--- config.mk ---
export PLATFORM = sky130hd
export DESIGN_NAME = diffeq_host
export DESIGN_NICKNAME = d
export VERILOG_FILES = /design/src/rtl/diffeq_host.sv
export SDC_FILE = /design/constraint.sdc
export NUM_CORES = 1
export LEC_CHECK = 0
export ABC_AREA = 1
export CAP_MARGIN = 5
export CORE_MARGIN = 2
export CORE_UTILIZATION = 39
export CTS_BUF_LIST = sky130_fd_sc_hd__clkbuf_8
export DETAILED_ROUTE_END_ITERATION = 12
export PLACE_DENSITY = 0.64
export SYNTH_ARGS = -nofsm -noshare
export SYNTH_HDL_FRONTEND = slang
export SYNTH_SLANG_ARGS = --single-unit
export TNS_END_PERCENT = 50
--- constraint.sdc ---
create_clock -name clk -period 1.23 [get_ports clk]
set_input_delay 0.1845 -clock clk [delete_from_list [all_inputs] [get_ports clk]]
set_output_delay 0.1845 -clock clk [all_outputs]
set_load 0.1 [all_outputs]
--- src/rtl/diffeq_host.sv ---
// diffeq_host: host-side sequencer for the 4-bit signed diffeq solver.
// Loads u/x/dx/a into the solver, runs it, returns y or a watchdog abort.
module diffeq_host #(
    parameter int TIMEOUT_CYCLES = 2000,
    parameter int CNT_W          = 16
) (
    input  logic       clk,
    input  logic       rst_n,
    input  logic       cmd_valid,
    output logic       cmd_ready,
    input  logic [3:0] cmd_u,
    input  logic [3:0] cmd_x,
    input  logic [3:0] cmd_dx,
    input  logic [3:0] cmd_a,
    output logic [3:0] input_bits,
    output logic       signals1,
    output logic       signals0,
    output logic       start,
    input  logic [3:0] y,
    input  logic       valid,
    output logic       res_valid,
    input  logic       res_ready,
    output logic [3:0] res_y,
    output logic       res_timeout,
    output logic       busy
);

    typedef enum logic [2:0] {
        IDLE,
        LOAD_U,
        LOAD_X,
        LOAD_DX,
        LOAD_A,
        RUN,
        DONE
    } state_t;

    localparam logic [CNT_W-1:0] WD_LAST = CNT_W'(TIMEOUT_CYCLES - 1);

    state_t           state;
    logic [3:0]       x_q;
    logic [3:0]       dx_q;
    logic [3:0]       a_q;
    logic [CNT_W-1:0] wdog;

    assign cmd_ready = (state == IDLE);

    // u goes straight into the load register at accept; x/dx/a wait in x_q..a_q
    always_ff @(posedge clk) begin
        if (!rst_n) begin
            state       <= IDLE;
            x_q         <= '0;
            dx_q        <= '0;
            a_q         <= '0;
            wdog        <= '0;
            input_bits  <= '0;
            signals1    <= 1'b0;
            signals0    <= 1'b0;
            start       <= 1'b0;
            res_valid   <= 1'b0;
            res_y       <= '0;
            res_timeout <= 1'b0;
            busy        <= 1'b0;
        end else begin
            unique case (state)
                IDLE: begin
                    if (cmd_valid) begin
                        x_q        <= cmd_x;
                        dx_q       <= cmd_dx;
                        a_q        <= cmd_a;
                        input_bits <= cmd_u;
                        signals1   <= 1'b0;
                        signals0   <= 1'b0;
                        busy       <= 1'b1;
                        state      <= LOAD_U;
                    end
                end
                LOAD_U: begin
                    input_bits <= x_q;
                    signals1   <= 1'b0;
                    signals0   <= 1'b1;
                    state      <= LOAD_X;
                end
                LOAD_X: begin
                    input_bits <= dx_q;
                    signals1   <= 1'b1;
                    signals0   <= 1'b0;
                    state      <= LOAD_DX;
                end
                LOAD_DX: begin
                    input_bits <= a_q;
                    signals1   <= 1'b1;
                    signals0   <= 1'b1;
                    state      <= LOAD_A;
                end
                LOAD_A: begin
                    input_bits <= '0;
                    signals1   <= 1'b0;
                    signals0   <= 1'b0;
                    start      <= 1'b1;
                    wdog       <= '0;
                    state      <= RUN;
                end
                RUN: begin
                    wdog <= wdog + 1'b1;
                    // a result landing on the last watchdog cycle still counts
                    if (valid) begin
                        res_y       <= y;
                        res_timeout <= 1'b0;
                        res_valid   <= 1'b1;
                        start       <= 1'b0;
                        state       <= DONE;
                    end else if (wdog == WD_LAST) begin
                        res_y       <= '0;
                        res_timeout <= 1'b1;
                        res_valid   <= 1'b1;
                        start       <= 1'b0;
                        state       <= DONE;
                    end
                end
                DONE: begin
                    if (res_ready) begin
                        res_valid <= 1'b0;
                        busy      <= 1'b0;
                        state     <= IDLE;
                    end
                end
                default: begin
                    state <= IDLE;
                end
            endcase
        end
    end

endmodule

==> images/floorplan.png <==
Bar = 20 µm. Pins as bars on the die edge.
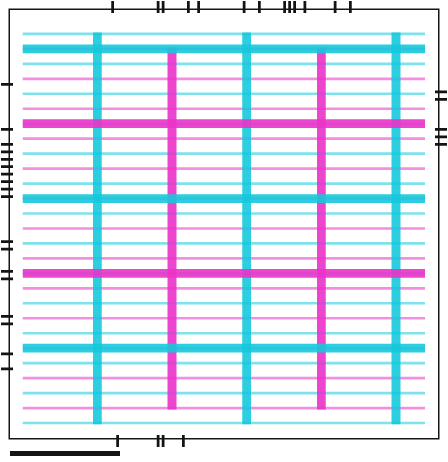
legend:
  cyan:
    net: VSS
  magenta:
    net: VDD
met4 straps: 5
met1 rails: 27

==> images/class_map.png <==
Bar = 20 µm.
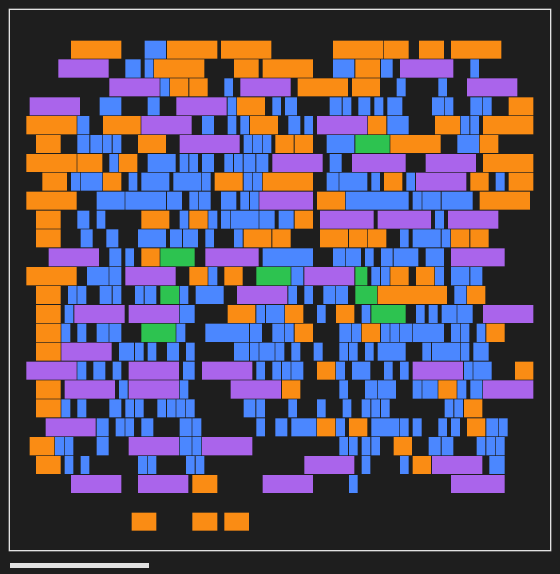
legend:
  purple:
    class: sequential cells
    cells: 45
  green:
    class: clock drivers and dummy loads
    cells: 8
  orange:
    class: remaining buffers and delay cells
    cells: 91
  blue:
    class: remaining logic cells
    cells: 257
# rows: 26
core area: 5172 µm²

==> out/results.ini <==
[hold_path]
min_path_type = in2reg

[setup_path]
endpoint_kind = primary output
cp_cell_sequence = buf_6, nor2_4, nand2_4, inv_12, buf_8, buf_12
path_depth = 6
cpMaxStageDelayCell = dfxtp_2

[finish]
final_area_um2 = 3443
nFillCells = 450
drive_above_1_share = 0.3142
num-nonclk-inverters = 27
nMultiInputCombCells = 230

[detailed_routing]
drt-wirelength-per-cell_um = 12.35
viasPerCell = 4.783
wirelength_um = 5818

[yosys]
synth_area_per_cell_um2 = 6.827
ys_top_logic_family = simple AND/OR/NAND/NOR gates
top_cells_by_count = 84 x nand2_1, 57 x nor2_1, 45 x dfxtp_1
synthTopCellsByArea = dfxtp_1 42%, nand2_1 15%, nor2_1 10%

[die]
die_w_um = 77.79

[timing]
rsz0062_at_grt = true
setup_viol = 45
tightest_slew_ns = 0.3848
timing.final.ws_setup_ns = -0.2651
relSlewSlack = 0.7432

[grt]
grt_first_pass_wirelength_um = 9480

[cts]
cts.sinks = 45

[run_status]
status = finished with violations
violations = negative setup slack

[placed_design]
dpl_worst_slack_ns = -0.1678

==> images/clock_wires.png <==
Bar = 20 µm.
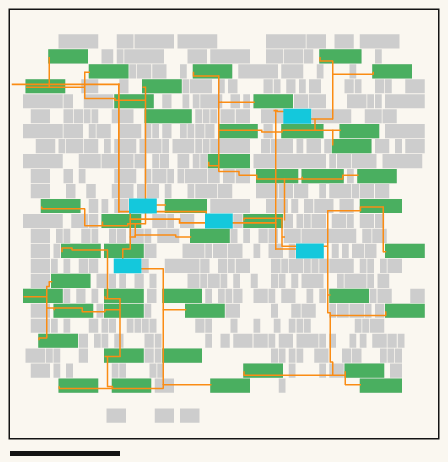
legend:
  orange:
    item: clock wires
    length: 592 µm
  cyan:
    item: clock-net drivers
    count: 5
  green:
    item: flip-flops
    count: 45
flops lie: widely spread
P_clk: 960 µW
clk latency late pin: 0.30 ns
Clock Power Share: 0.139
Layout Skew: 0.005000 ns

## final timing paths
check	slack (ns)	end
worst max-delay path	-0.27	cmd_ready
worst min-delay path	0.43	res_y[1]$_SDFFE_PN0P_
worst max register to register	-0.22	busy$_SDFFE_PN0P_
worst min register to register	0.49	res_timeout$_SDFFE_PN0P_
## worst min-delay path, cell delays in order
cell             delay (ns)
clkdlybuf4s50_1        0.40
nand2_1                0.06
a21oi_1                0.05
## power by group
| part | switching, µW | internal, µW |
|---|---|---|
| Clock | 556 | 404 |
| Sequential | 240 | 1750 |
| Combinational | 2330 | 1650 |
## metal layers
metal	GRT usage	wire [µm]	vias up
met5	0	0	-
met4	0.06607	89	0
met3	0.04070	209	9
met2	0.3440	2978	45
met1	0.2282	2541	1021
li1	-	-	1178
No activity file was given, so power comes from the tool's default toggle rates.
